[src/rtl/qpoint_pkg.sv]
// Shared Q-format defaults and helpers for the qmult arbiter slice.
package qpoint_pkg;

  localparam int unsigned QDefault = 23;
  localparam int unsigned NDefault = 32;

  function automatic int unsigned sign_bit(input int unsigned n);
    return n - 1;
  endfunction

  function automatic int unsigned clog2(input int unsigned v);
    int unsigned r;
    r = 0;
    while ((64'd1 << r) < 64'(v)) r++;
    return r;
  endfunction

endpackage

[src/rtl/qmult.sv]
// Sign-magnitude Q-format multiplier: magnitude product shifted right by Q, truncated.
module qmult
  import qpoint_pkg::*;
#(
  parameter int unsigned Q = QDefault,
  parameter int unsigned N = NDefault
) (
  input  logic [N-1:0] a,
  input  logic [N-1:0] b,
  output logic [N-1:0] c
);

  localparam int unsigned SB = sign_bit(N);

  logic [2*N-3:0] prod;
  logic [2*N-3:0] prod_shr;
  logic           unused_prod;

  assign prod     = {{(N-1){1'b0}}, a[SB-1:0]} * {{(N-1){1'b0}}, b[SB-1:0]};
  assign prod_shr = prod >> Q;
  // Upper bits are dropped on purpose: the format does not saturate.
  assign unused_prod = ^prod_shr;
  assign c = {a[SB] ^ b[SB], prod_shr[N-2:0]};

endmodule

[src/rtl/rr_pick.sv]
// Round-robin priority picker: first asserted req at or after ptr, with wrap-around.
module rr_pick
  import qpoint_pkg::*;
#(
  parameter int unsigned NREQ = 4,
  parameter int unsigned IDW  = clog2(NREQ)
) (
  input  logic [NREQ-1:0] req,
  input  logic [IDW-1:0]  ptr,
  output logic [NREQ-1:0] gnt,
  output logic [IDW-1:0]  idx
);

  always_comb begin
    int unsigned k;
    logic        found;
    logic [IDW-1:0] kk;
    k     = 0;
    kk    = '0;
    found = 1'b0;
    gnt   = '0;
    idx   = '0;
    for (int unsigned i = 0; i < NREQ; i++) begin
      k = 32'(ptr) + i;
      if (k >= NREQ) k = k - NREQ;
      kk = IDW'(k);
      if (!found && req[kk]) begin
        found   = 1'b1;
        gnt[kk] = 1'b1;
        idx     = kk;
      end
    end
  end

endmodule

[src/rtl/qmult_arbiter.sv]
// Round-robin sharing of one qmult among NREQ requesters with a valid/ready result register.
// Define QMULT_ARB_STATS_EN to add the o_op_cnt / o_stall_cnt counters.
module qmult_arbiter
  import qpoint_pkg::*;
#(
  parameter int unsigned Q    = QDefault,
  parameter int unsigned N    = NDefault,
  parameter int unsigned NREQ = 4,
  localparam int unsigned IDW = clog2(NREQ)
) (
  input  logic            i_clk,
  input  logic            i_rst,
  input  logic [NREQ-1:0] i_req,
  input  logic [NREQ*N-1:0] i_a_flat,
  input  logic [NREQ*N-1:0] i_b_flat,
  output logic [NREQ-1:0] o_gnt,
  output logic            o_valid,
  output logic [IDW-1:0]  o_id,
  output logic [N-1:0]    o_result,
`ifdef QMULT_ARB_STATS_EN
  output logic [31:0]     o_op_cnt,
  output logic [31:0]     o_stall_cnt,
`endif
  input  logic            i_rdy
);

  logic            valid_q, valid_d;
  logic [IDW-1:0]  id_q, id_d;
  logic [N-1:0]    result_q, result_d;
  logic [IDW-1:0]  ptr_q, ptr_d;
  logic [NREQ-1:0] pick_gnt;
  logic [IDW-1:0]  pick_idx;
  logic [N-1:0]    a_sel, b_sel, prod;
  logic            accept;

  rr_pick #(
    .NREQ (NREQ),
    .IDW  (IDW)
  ) u_pick (
    .req (i_req),
    .ptr (ptr_q),
    .gnt (pick_gnt),
    .idx (pick_idx)
  );

  assign a_sel = i_a_flat[pick_idx*N +: N];
  assign b_sel = i_b_flat[pick_idx*N +: N];

  qmult #(Q, N) u_qmult (a_sel, b_sel, prod);

  // No grant may escape during a reset cycle.
  assign accept = (|i_req) & (~valid_q | i_rdy) & ~i_rst;
  assign o_gnt  = accept ? pick_gnt : '0;

  always_comb begin
    valid_d  = valid_q;
    id_d     = id_q;
    result_d = result_q;
    ptr_d    = ptr_q;
    if (accept) begin
      valid_d  = 1'b1;
      id_d     = pick_idx;
      result_d = prod;
      ptr_d    = (pick_idx == IDW'(NREQ - 1)) ? '0 : pick_idx + IDW'(1);
    end else if (valid_q && i_rdy) begin
      valid_d = 1'b0;
    end
  end

  always_ff @(posedge i_clk) begin
    if (i_rst) begin
      valid_q  <= 1'b0;
      id_q     <= '0;
      result_q <= '0;
      ptr_q    <= '0;
    end else begin
      valid_q  <= valid_d;
      id_q     <= id_d;
      result_q <= result_d;
      ptr_q    <= ptr_d;
    end
  end

  assign o_valid  = valid_q;
  assign o_id     = id_q;
  assign o_result = result_q;

`ifdef QMULT_ARB_STATS_EN
  logic [31:0] op_cnt_q, stall_cnt_q;

  always_ff @(posedge i_clk) begin
    if (i_rst) begin
      op_cnt_q    <= '0;
      stall_cnt_q <= '0;
    end else begin
      if (accept) op_cnt_q <= op_cnt_q + 32'd1;
      if (valid_q && !i_rdy && (|i_req)) stall_cnt_q <= stall_cnt_q + 32'd1;
    end
  end

  assign o_op_cnt    = op_cnt_q;
  assign o_stall_cnt = stall_cnt_q;
`endif

endmodule

[config.mk]
export PLATFORM = sky130hd
export DESIGN_NAME = qmult_arbiter
export DESIGN_NICKNAME = d
export VERILOG_FILES = /design/src/rtl/qpoint_pkg.sv /design/src/rtl/qmult.sv /design/src/rtl/rr_pick.sv /design/src/rtl/qmult_arbiter.sv
export SDC_FILE = /design/constraint.sdc
export NUM_CORES = 2
export LEC_CHECK = 0
export CORE_MARGIN = 4
export CORE_UTILIZATION = 55
export DETAILED_ROUTE_END_ITERATION = 10
export GPL_ROUTABILITY_DRIVEN = 0
export PLACE_DENSITY_LB_ADDON = 0.15
export SETUP_SLACK_MARGIN = 0.02
export SYNTH_ARGS = -nofsm -noshare
export SYNTH_HDL_FRONTEND = slang
export SYNTH_SLANG_ARGS = --single-unit
export TNS_END_PERCENT = 100
[constraint.sdc]
create_clock -name i_clk -period 34.1 [get_ports i_clk]
set_input_delay 5.115 -clock i_clk [delete_from_list [all_inputs] [get_ports i_clk]]
set_output_delay 5.115 -clock i_clk [all_outputs]
set_load 0.01 [all_outputs]
**Cell density map**

26 x 26 tiles, from black (low) to pale yellow (high), 0 to 100% covered.
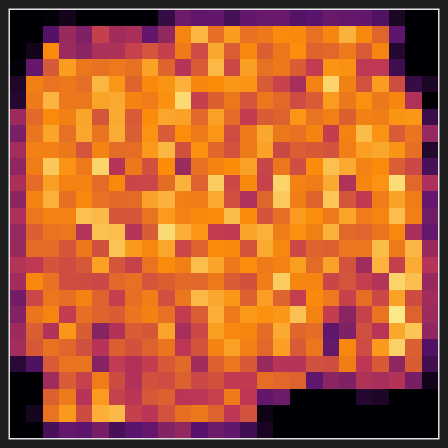
emptiest ninth of the die = south-east
tiles over 75% full = 19%
mean over tiles = 56%
fullest tile = 96%
nearly empty tiles = 8.1%

**Sizing map**

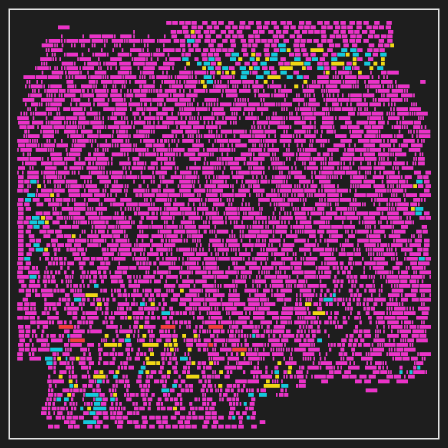
red -> x6 and larger  # cells 6
cyan -> x2  # cells 97
magenta -> x1 and smaller  # cells 3933
yellow -> x3 and x4  # cells 94
cell area after layout: 0.0379 mm²
total of plain and repair buffers excluding clock buffers: 379
Worst Setup Slack, final: 16820 ps

==> notes.md <==
The flow completed. According to the timing report, the data required time at the worst endpoint equals 34340 ps. The pre-antenna-repair detailed-routing pass consisted of 8 iterations. Leaving out buffers and inverters, the combinational logic in the layout accounts for 0.0293 mm². Via count landed at 29000. For this run, the register share of the synthesized area comes to 2.18%. Hold analysis lists the worst path endpoint as o_id[0]. The worst register-to-register path has a setup slack of 20940 ps. Fill cells in the final layout number 5280. Number of well taps landed at 782. After synthesis, the design contains 3983 cells according to Yosys. Final critical delay including setup and external delays landed at 17280 ps. Transition at the pin with the smallest max-transition slack landed at 1210 ps.

Entering global routing, the biggest net connects 109 pins. In this run the number of cells on the critical path is 31. Signed area change from the synthesized netlist to the final layout landed at 11.5%. In this run the tools logged warnings totalling 36.

The cell-mix breakdown from Yosys lists the XOR/XNOR area share as 1.24%. Worst-case reg-to-reg path depth landed at 31. Post-CTS setup-driven buffer insertion count landed at 0. By area, the class that comes first in the final layout consists of combinational gates. Number of instances in the placed design landed at 4904. The cell area that synthesis handed to floorplanning was 0.0340 mm². The placement stage leaves a total instance area of 0.0378 mm². For reference, the post-synthesis area per instance comes to 8.53 µm².

Following the worst setup path forward leads to its endpoint at o_result[26]. Via count of the first global-routing pass landed at 31200. In the routed layout, each cell is associated on average with a via count of 5.91. The final layout contains 5411 nets.

In the synthesized netlist the dominant register cell turns out to be sky130_fd_sc_hd__dfxtp_1. The tightest hold path in the finished design has a slack of 476 ps. Summing all flip-flop and latch instances after layout gives 742 µm². 2882 cells are multi-input combinational gates. The first global-routing pass estimated 179 mm of wire. OpenSTA, run right after detailed placement, puts the worst setup slack at 16820 ps. Total of clock buffers placed in the layout landed at 5.

Final core utilization landed at 62.3%. Counting flops with a built-in enable in the synthesized netlist gives 0. Critical-path maximum fanout landed at 59.

The flow ran to the end, and the final reports show no timing, DRC or antenna violations. STA lists the endpoint of the worst register-to-register path as o_result[26]. Ratio of final minimum period to clock period landed at 50.7%. Leaving out fill and tap cells, the most frequent cell in the layout is sky130_fd_sc_hd__inv_1. Per the skew report, the later register of the worst-skew pair sees a clock latency of 300 ps.

Endpoints failing hold in the final report were tallied at 0. For reference, full adder, half adder and majority cells occupy 55.4% of the area reported after synthesis.

The clock passes through at most 2 buffers. Synthesis inferred 37 register bits.

Post-synthesis async set-or-reset flop share landed at 0%. Number of DRC violations after detailed-routing iteration 0 landed at 2407. Clock network area share landed at 0.386%.

The initialized floorplan defines 90 standard-cell rows. In the hold timing report, the worst path depth is 2. Looking at the critical path, the single cell with the biggest stage delay is sky130_fd_sc_hd__mux2i_4. Number of library cell types mapped by synthesis landed at 75.

During placement, the flow inserted port buffers numbering 301. The number of nets handed over by synthesis was 5265. Final global-route overflow total landed at 0.

After synthesis, the share of cell area in mux cells is 5.66%. Die outline height landed at 257 µm. Number of maximum-capacitance violations landed at 0. Setup repair after global routing left no endpoint under its margin. Floorplan-stage core utilization landed at 55.9%. Maximum operating frequency landed at 57.9 MHz. In this run the horizontal extent of the chip is 257 µm. Final-report max-slew violation count landed at 0.
**Placement by cell class**

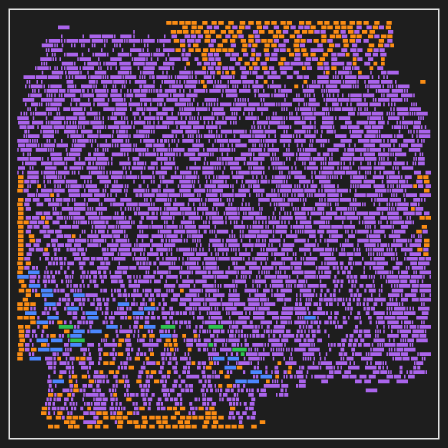
purple -> remaining logic cells  # cells 3706
green -> clock drivers and dummy loads  # cells 8
blue -> registers  # cells 37
orange -> remaining buffers and delay cells  # cells 379

**Congestion heat map**

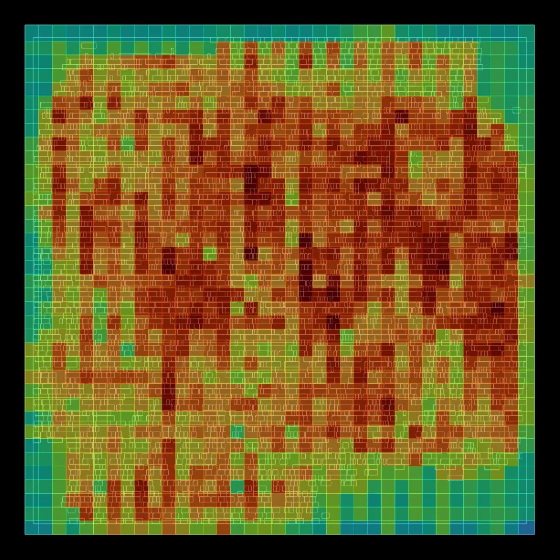
met1 track demand over resource in global routing: 43.3%
fraction of met2 tracks used by global routing: 58.6%
Global Route Usage Sum: 35.2%
grt peak-use layer: met2

==> flip-flops by register name, indices dropped and copies added, names as in the netlist <==
register	count
o_result	32
o_id	2
ptr_q	2
o_valid	1
==> Yosys cell counts, drive strengths merged, types with 7 or more instances <==
cell type	count	area share [%]
xor2	12	0.31
and2	52	0.96
o31ai	9	0.27
a31oi	7	0.13
o21a	8	0.18
nand2b	20	0.37
o311ai	26	0.67
dfxtp	37	2.2
mux2i	136	4.0
o21ai	92	1.4
clkbuf	167	1.8
xnor2	31	0.80
mux2	44	1.5
ha	209	7.7
a21o	51	1.1
o21bai	17	0.38
and3	10	0.18
a21oi	83	1.3
a211oi	33	0.73
inv	823	9.1
or2	9	0.17
nor2b	21	0.39
nand4	23	0.42
buf	73	1.2
nand3	48	0.72
nor3	61	0.90
o32ai	8	0.21
or3	30	0.55
nor2	419	4.6
fa	810	48
nand2	546	6.0
==> tightest hold or removal path, cell delays in order (launching register included) <==
cell and delay [ps]:
sky130_fd_sc_hd__dfxtp_1 310, sky130_fd_sc_hd__nand3_1 50, sky130_fd_sc_hd__o21ai_0 60
==> per-layer routing <==
layer / track usage [%] / up-vias / part of all wire (%) / wire, µm
li1: - / 12400 / - / -
met1: 43.3 / 14500 / 36 / 40900
met2: 58.6 / 1593 / 48 / 54500
met3: 8.36 / 461 / 10 / 11600
met4: 17.5 / 0 / 6.7 / 7690
met5: 0 / - / 0 / 0
